### config.mk
export PLATFORM = sky130hd
export DESIGN_NAME = module_frame_rx_flat
export DESIGN_NICKNAME = d
export VERILOG_FILES = /design/src/rtl/module_frame_rx_pkg.sv /design/src/rtl/module_frame_rx_if.sv /design/src/rtl/module_frame_rx_link.sv /design/src/rtl/module_frame_rx.sv /design/src/flat_wrapper.sv
export SDC_FILE = /design/constraint.sdc
export NUM_CORES = 1
export LEC_CHECK = 0
export ABC_AREA = 1
export CORE_UTILIZATION = 48
export CTS_CLUSTER_SIZE = 24
export DETAILED_ROUTE_END_ITERATION = 7
export GPL_TIMING_DRIVEN = 0
export MAX_ROUTING_LAYER = met4
export PLACE_DENSITY = 0.76
export REMOVE_ABC_BUFFERS = 1
export SYNTH_ARGS = -nofsm -noshare
export SYNTH_HDL_FRONTEND = slang
export SYNTH_SLANG_ARGS = --single-unit
### constraint.sdc
create_clock -name clk -period 2.1 [get_ports clk]
set_clock_uncertainty 0.15 [all_clocks]
set_input_delay 0.42 -clock clk [delete_from_list [all_inputs] [get_ports clk]]
set_output_delay 0.42 -clock clk [all_outputs]
set_load 0.03 [all_outputs]
### src/rtl/module_frame_rx_pkg.sv
// Shared types, frame layout and defaults for the frame receiver.
// Used by the receiver top, its link watchdog and the frame sender.
package module_frame_rx_pkg;

  typedef enum logic [1:0] {
    WAIT_HIGH = 2'd0,
    WAIT_LOW  = 2'd1,
    CHECK     = 2'd2
  } state_t;

  // byte 2 = {sin_index[3:0], uart_id}
  localparam int ID_MSB  = 3;
  localparam int IDX_LSB = 4;

  localparam logic [15:0] BYTE_TIMEOUT_DEF = 16'd2048;
  localparam logic [23:0] LINK_TIMEOUT_DEF = 24'd2400000;

  function automatic logic [7:0] sat_inc(input logic [7:0] v);
    return (v == 8'hFF) ? v : v + 8'd1;
  endfunction

endpackage

### src/rtl/module_frame_rx_if.sv
// Byte bus from uart_rx into the frame receiver.
// master: uart_rx side drives; slave: receiver samples.
interface module_frame_rx_if;
  logic [7:0] data_received;
  logic       rx_done;
  logic       parity_error;

  modport master (
    output data_received,
    output rx_done,
    output parity_error
  );

  modport slave (
    input data_received,
    input rx_done,
    input parity_error
  );
endinterface

### src/rtl/module_frame_rx_link.sv
// Link watchdog: saturating cycle counter cleared by kick.
// Ports: clk, reset, kick (frame accepted), link_lost (sticky level).
module module_frame_rx_link
  import module_frame_rx_pkg::*;
#(
  parameter logic [23:0] LINK_TIMEOUT = LINK_TIMEOUT_DEF
) (
  input  logic clk,
  input  logic reset,
  input  logic kick,
  output logic link_lost
);

  logic [23:0] timer;

  // Link is considered lost out of reset until the first good frame.
  always_ff @(posedge clk) begin
    if (reset) begin
      timer     <= '0;
      link_lost <= 1'b1;
    end else if (kick) begin
      timer     <= '0;
      link_lost <= 1'b0;
    end else if (timer != LINK_TIMEOUT) begin
      timer <= timer + 24'd1;
      if (timer + 24'd1 == LINK_TIMEOUT)
        link_lost <= 1'b1;
    end
  end

endmodule

### src/rtl/module_frame_rx.sv
// Two-byte frame receiver: assembles {sin_index, uart_id} from uart_rx.
// Ports: clk, reset, rx (byte bus), sin_index, uart_id, pulses, errors, link.
module module_frame_rx
  import module_frame_rx_pkg::*;
#(
  parameter logic [3:0]  MODULE_ID    = 4'h1,
  parameter logic [15:0] BYTE_TIMEOUT = BYTE_TIMEOUT_DEF,
  parameter logic [23:0] LINK_TIMEOUT = LINK_TIMEOUT_DEF
) (
  input  logic                     clk,
  input  logic                     reset,
  module_frame_rx_if.slave         rx,
  output logic [11:0]              sin_index,
  output logic [3:0]               uart_id,
  output logic                     frame_valid,
  output logic                     frame_error,
  output logic [7:0]               error_count,
  output logic                     link_lost
);

  state_t      state, state_n;
  logic [15:0] byte_timer, timer_n;
  logic [7:0]  hi_byte, lo_byte;
  logic        latch_hi, latch_lo;
  logic        accept, err;

  always_ff @(posedge clk) begin
    if (reset) begin
      state       <= WAIT_HIGH;
      byte_timer  <= '0;
      hi_byte     <= '0;
      lo_byte     <= '0;
      sin_index   <= '0;
      uart_id     <= '0;
      frame_valid <= 1'b0;
      frame_error <= 1'b0;
      error_count <= '0;
    end else begin
      state       <= state_n;
      byte_timer  <= timer_n;
      frame_valid <= accept;
      frame_error <= err;
      if (latch_hi) hi_byte <= rx.data_received;
      if (latch_lo) lo_byte <= rx.data_received;
      if (err) error_count <= sat_inc(error_count);
      if (accept) begin
        sin_index <= {hi_byte, lo_byte[7:IDX_LSB]};
        uart_id   <= lo_byte[ID_MSB:0];
      end
    end
  end

  // CHECK also listens for byte 1 of the next frame so that a
  // back-to-back frame loses nothing.
  always_comb begin
    state_n  = state;
    timer_n  = byte_timer;
    latch_hi = 1'b0;
    latch_lo = 1'b0;
    accept   = 1'b0;
    err      = 1'b0;
    unique case (state)
      WAIT_HIGH, CHECK: begin
        accept  = (state == CHECK) &&
                  (lo_byte[ID_MSB:0] == MODULE_ID);
        state_n = WAIT_HIGH;
        if (rx.rx_done) begin
          if (rx.parity_error) begin
            err = 1'b1;
          end else begin
            latch_hi = 1'b1;
            timer_n  = '0;
            state_n  = WAIT_LOW;
          end
        end
      end
      WAIT_LOW: begin
        // A byte in the expiry cycle wins over the timeout.
        if (rx.rx_done) begin
          if (rx.parity_error) begin
            err     = 1'b1;
            state_n = WAIT_HIGH;
          end else begin
            latch_lo = 1'b1;
            state_n  = CHECK;
          end
        end else if (byte_timer == BYTE_TIMEOUT - 16'd1) begin
          err     = 1'b1;
          state_n = WAIT_HIGH;
        end else begin
          timer_n = byte_timer + 16'd1;
        end
      end
      default: state_n = WAIT_HIGH;
    endcase
  end

  module_frame_rx_link #(
    .LINK_TIMEOUT (LINK_TIMEOUT)
  ) u_link (
    .clk       (clk),
    .reset     (reset),
    .kick      (accept),
    .link_lost (link_lost)
  );

endmodule

### src/flat_wrapper.sv
// flat-port wrapper written by rule: the top's interface ports become plain ports
module module_frame_rx_flat import module_frame_rx_pkg::*;
#(
  parameter logic [3:0]  MODULE_ID    = 4'h1,
  parameter logic [15:0] BYTE_TIMEOUT = BYTE_TIMEOUT_DEF,
  parameter logic [23:0] LINK_TIMEOUT = LINK_TIMEOUT_DEF
)
  (clk, reset, sin_index, uart_id, frame_valid, frame_error, error_count, link_lost, rx_data_received, rx_rx_done, rx_parity_error);
  module_frame_rx_if rx_i ();
  input  logic clk;
  input  logic reset;
  output logic [11:0] sin_index;
  output logic [3:0] uart_id;
  output logic frame_valid;
  output logic frame_error;
  output logic [7:0] error_count;
  output logic link_lost;
  input wire logic [$bits(rx_i.data_received)-1:0] rx_data_received;
  input wire logic [$bits(rx_i.rx_done)-1:0] rx_rx_done;
  input wire logic [$bits(rx_i.parity_error)-1:0] rx_parity_error;
  assign rx_i.data_received = rx_data_received;
  assign rx_i.rx_done = rx_rx_done;
  assign rx_i.parity_error = rx_parity_error;
  module_frame_rx #(.MODULE_ID(MODULE_ID), .BYTE_TIMEOUT(BYTE_TIMEOUT), .LINK_TIMEOUT(LINK_TIMEOUT)) u_core (.clk(clk), .reset(reset), .rx(rx_i), .sin_index(sin_index), .uart_id(uart_id), .frame_valid(frame_valid), .frame_error(frame_error), .error_count(error_count), .link_lost(link_lost));
endmodule
**Run 1: routed metal, one colour a layer**

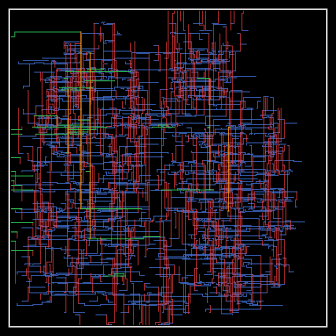
[blue] M1 | wire length: 4,200 um
[orange] M4 | wire length: 182 um
[green] M3 | wire length: 262 um
[red] M2 | wire length: 4,230 um

**Run 1: routing congestion**

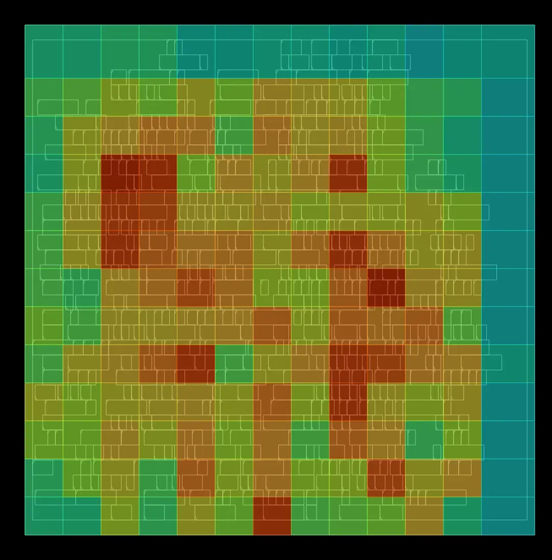
fin util: 61.1%
met2 Use GR: 35.6%

**Run 1: gate families picked out**

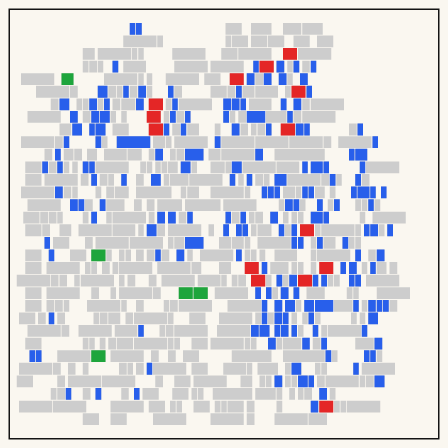
[red] xor and xnor cells | cells: 14
[green] non-inverting ao/oa cells | cells: 5
[blue] nand cells | cells: 180

[run 1: Yosys cell counts (all sizes together)]
cell,count,share of area [%]
nand2,127,13
nor2,108,12
dfxtp,85,43
inv,60,5.7
a21oi,44,5.7
nand3,40,5.1
o21ai,35,4.5
xor2,11,2.5
nor3,8,1.1
clkbuf,7,0.70
nand4,7,1.1
ha,5,1.6
nand3b,5,0.96
a22o,4,0.89
buf,4,0.80
xnor2,3,0.67
nor3b,2,0.38
a211oi,1,0.19
clkinv,1,0.095
o21a,1,0.19
o21bai,1,0.19
[run 1: area by class of cell]
| cell class | count | area [sq um] |
|---|---|---|
| Fill cell | 722 | 3040 |
| Sequential cell | 85 | 1710 |
| Tap cell | 102 | 128 |
| Timing Repair inverter | 1 | 5.00 |
| Inverter | 61 | 248 |
| Timing Repair Buffer | 46 | 447 |
| Clock inverter | 4 | 56.3 |
| Multi-Input combinational cell | 403 | 2030 |
| Clock buffer | 12 | 145 |
[run 1: kinds of logic after synthesis]
group / after synthesis / synth area share (%)
AND-OR/OR-AND: 86 / 11.6
XOR/XNOR: 14 / 3.12
adder cells (fa/ha/maj): 5 / 1.59
buffers and inverters: 72 / 7.33
flip-flops: 85 / 43.3
AND/OR/NAND/NOR: 297 / 33.0
[run 1: final timing paths]
path | start | to | slack, ns | cells past startpoint
worst max register to register | u_core.byte_timer[1]$_SDFFE_PP0P_ | u_core.byte_timer[10]$_SDFFE_PP0P_ | 0.11 | 12
worst min-delay path | u_core.uart_id[3]$_SDFFE_PP0P_ | u_core.uart_id[3]$_SDFFE_PP0P_ | 0.28 | 2
worst min register to register | u_core.uart_id[3]$_SDFFE_PP0P_ | u_core.uart_id[3]$_SDFFE_PP0P_ | 0.28 | 2
worst max-delay path | u_core.error_count[4]$_SDFFE_PP0P_ | error_count[4] | 0.06 | 1
==> GITHUB_STEP_SUMMARY, run 1 <==
## Implementation flow summary

| Metric | Value |
|---|---|
| Status | `finished clean` |
| Post-layout minimum cycle time | `2.04 ns` |
| Core area | `between 7000 and 8000 sq um` |
| H-tree levels | `3` |
| CP arrival | `roughly 1.5 ns` |
| Antenna cells | `0` |
| Port Buffers | `38` |
| Grt met1 use | `28.4%` |
| Max Cap Viol | `0` |
| CP Cell Sequence | `clkdlybuf4s50_1` |
| PD cells | `around 640 nW/um^2` |
| Worst IR drop on VDD | `~0.35 mV` |
| Late-Pin Clk Latency | `around 0.36 ns` |
| Flop pwr share | `between 50% and 60%` |
| Clock transition at path regs | `0.09 ns` |
| # setup viols final | `0` |
| Crit path largest cell delay | `approximately 0.70 ns` |
| Final Slew Violations | `0` |
| Clk buf depth | `2` |
| Power Clock | `approximately 1.2 mW` |
| Crit share post-route | `around 97%` |
| Yosys stat cell total | `559` |
| CTS sink cnt | `roughly 85` |
**Run 1: placement density heat map**

The die is cut into 9 by 9 equal tiles; white is low, dark blue is high, 0 to 100% covered.
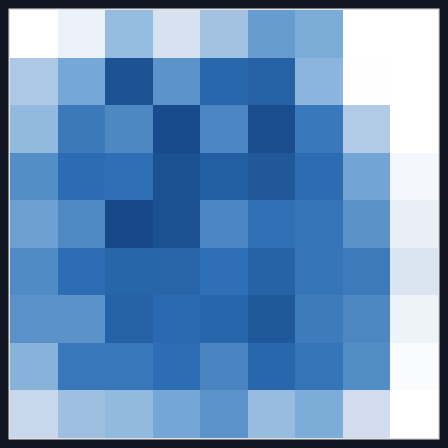

--- run 2 (diff from run 1) ---
--- a/config.mk
+++ b/config.mk
@@ -6,12 +6,14 @@
 export NUM_CORES = 1
 export LEC_CHECK = 0
 export ABC_AREA = 1
-export CORE_UTILIZATION = 48
+export CELL_PAD_IN_SITES_DETAIL_PLACEMENT = 1
+export CELL_PAD_IN_SITES_GLOBAL_PLACEMENT = 1
+export CORE_UTILIZATION = 41
 export CTS_CLUSTER_SIZE = 24
 export DETAILED_ROUTE_END_ITERATION = 7
 export GPL_TIMING_DRIVEN = 0
 export MAX_ROUTING_LAYER = met4
-export PLACE_DENSITY = 0.76
+export PLACE_DENSITY = 0.86
 export REMOVE_ABC_BUFFERS = 1
 export SYNTH_ARGS = -nofsm -noshare
 export SYNTH_HDL_FRONTEND = slang
**Run 2: placement density heat map**

The die is cut into 10 by 10 equal tiles; white is low, dark blue is high, 0 to 100% covered.
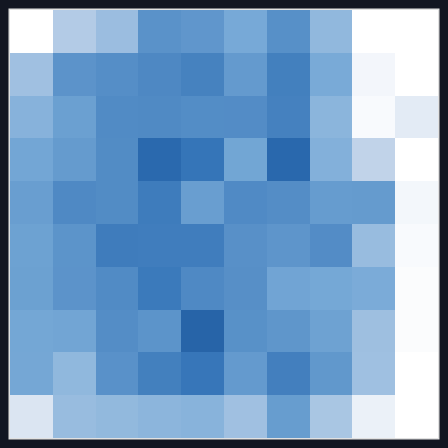
nearly empty tiles: 9.0%
mean over tiles: 48%
tiles over 75% full: 3.0%
emptiest ninth of the die: upper right
fullest tile: 79%

==> GITHUB_STEP_SUMMARY, run 2 <==
## Implementation flow summary

| Metric | Value |
|---|---|
| Status | `finished clean` |
| Final Slew Violations | `0 (unchanged)` |
| CTS sink cnt | `85 (unchanged)` |
| End of the worst hold path | `u_core.uart_id[3]$_SDFFE_PP0P_` |
| RR Endpoint | `u_core.error_count[6]$_SDFFE_PP0P_` |
| Critical Path Sink | `u_core.error_count[6]$_SDFFE_PP0P_` |
| Antenna cells | `0 (unchanged)` |
| Fillcell total | `1,179 (+63%)` |
| Hold path cells | `2 (unchanged)` |
| PD cells | `628 nW/um^2 (-1.3%)` |
| Crit path largest cell delay | `0.38 ns (-0.32 ns)` |
| Crit. Startpoint | `u_core.byte_timer[0]$_SDFFE_PP0P_` |
| Post-synth EDFFs | `0 (unchanged)` |
| Core area | `9240 sq um (+18%)` |
| Crit share post-route | `99.4% (+2.1 points)` |
| Area leader share | `43.3% (unchanged)` |
| Clock transition at path regs | `0.10 ns (about the same)` |
| Port Buffers | `38 (unchanged)` |
| Clk buf depth | `2 (unchanged)` |
| Reg2reg path depth | `13 (+1)` |
| Met2 Use GR | `44.0% (+8.4 points)` |
| R2R Setup Slk | `0.01 ns (-0.10 ns)` |
| Worst r2r src | `u_core.byte_timer[0]$_SDFFE_PP0P_` |
| Grt met1 use | `27.6% (-0.77 points)` |
| Hold_sp | `u_core.uart_id[3]$_SDFFE_PP0P_` |
==> run 2: cell counts after synthesis <==
No cell type changed its count.
==> run 2: cells by family (layout without fill, tap and decap cells) <==
group                      after synthesis  in the layout  synth area share, %
DFF                                     85             85                 43.3
xor gates and xnor gates                14             14                 3.12
adders and majority gates                5              5                 1.59
and+or+nand+nor                        297            297                 33.0
AOI/OAI and AO/OA                       86             86                 11.6
buffers and inverters                   72            131                 7.33
==> run 2: layout make-up <==
class | instances | area (sq um) | share of cell area (%)
clock buffer | 11 | 141 | 2.87
clock inverter | 5 | 58.8 | 1.19
inverter | 61 | 250 | 5.07
multi-input combinational | 402 | 2080 | 42.2
sequential | 85 | 1710 | 34.8
tap | 129 | 161 | 3.27
timing repair buffer | 53 | 518 | 10.5
timing repair inverter | 1 | 5.00 | 0.101
==> run 2: layer usage <==
metal  vias up  part of all wire (%)
li1       1902                     -
met1      1919                    42
met2        64                    53
met3        30                   2.3
met4         0                   2.6
met5         -                     0
==> run 2: per-stage QoR <==
step | cell area (sq um) | instances | power [mW] | hold WS [ns]
after CTS | 4700 | 736 | 3.07 | 0.293
after detailed placement | 4410 | 715 | 1.86 | 0.278
after global routing | 4930 | 747 | 3.20 | 0.316
final | 4930 | 747 | 3.10 | 0.289
after global placement | 4410 | 715 | 1.85 | 0.264
after floorplan | 3870 | 548 | 1.78 | 0.276
==> run 2: power breakdown <==
part           internal, mW  leakage (nW)  total [mW]  switching (mW)
clock network         0.586        0.0959        1.22           0.634
logic                0.0856          1.04       0.224           0.139
registers              1.64         0.690        1.66          0.0207
total                  2.31          1.83        3.10           0.793
==> run 2: timing repair <==
action / 4_1_cts / 5_1_grt
gates resized: 19 / 41
setup endpoints to repair: 63 / 41
pin swaps: 1 / 9
setup buffers: 4 / 11
gates cloned: 1 / 0
Power figures rest on the tool's default switching activity, not on a simulated workload.
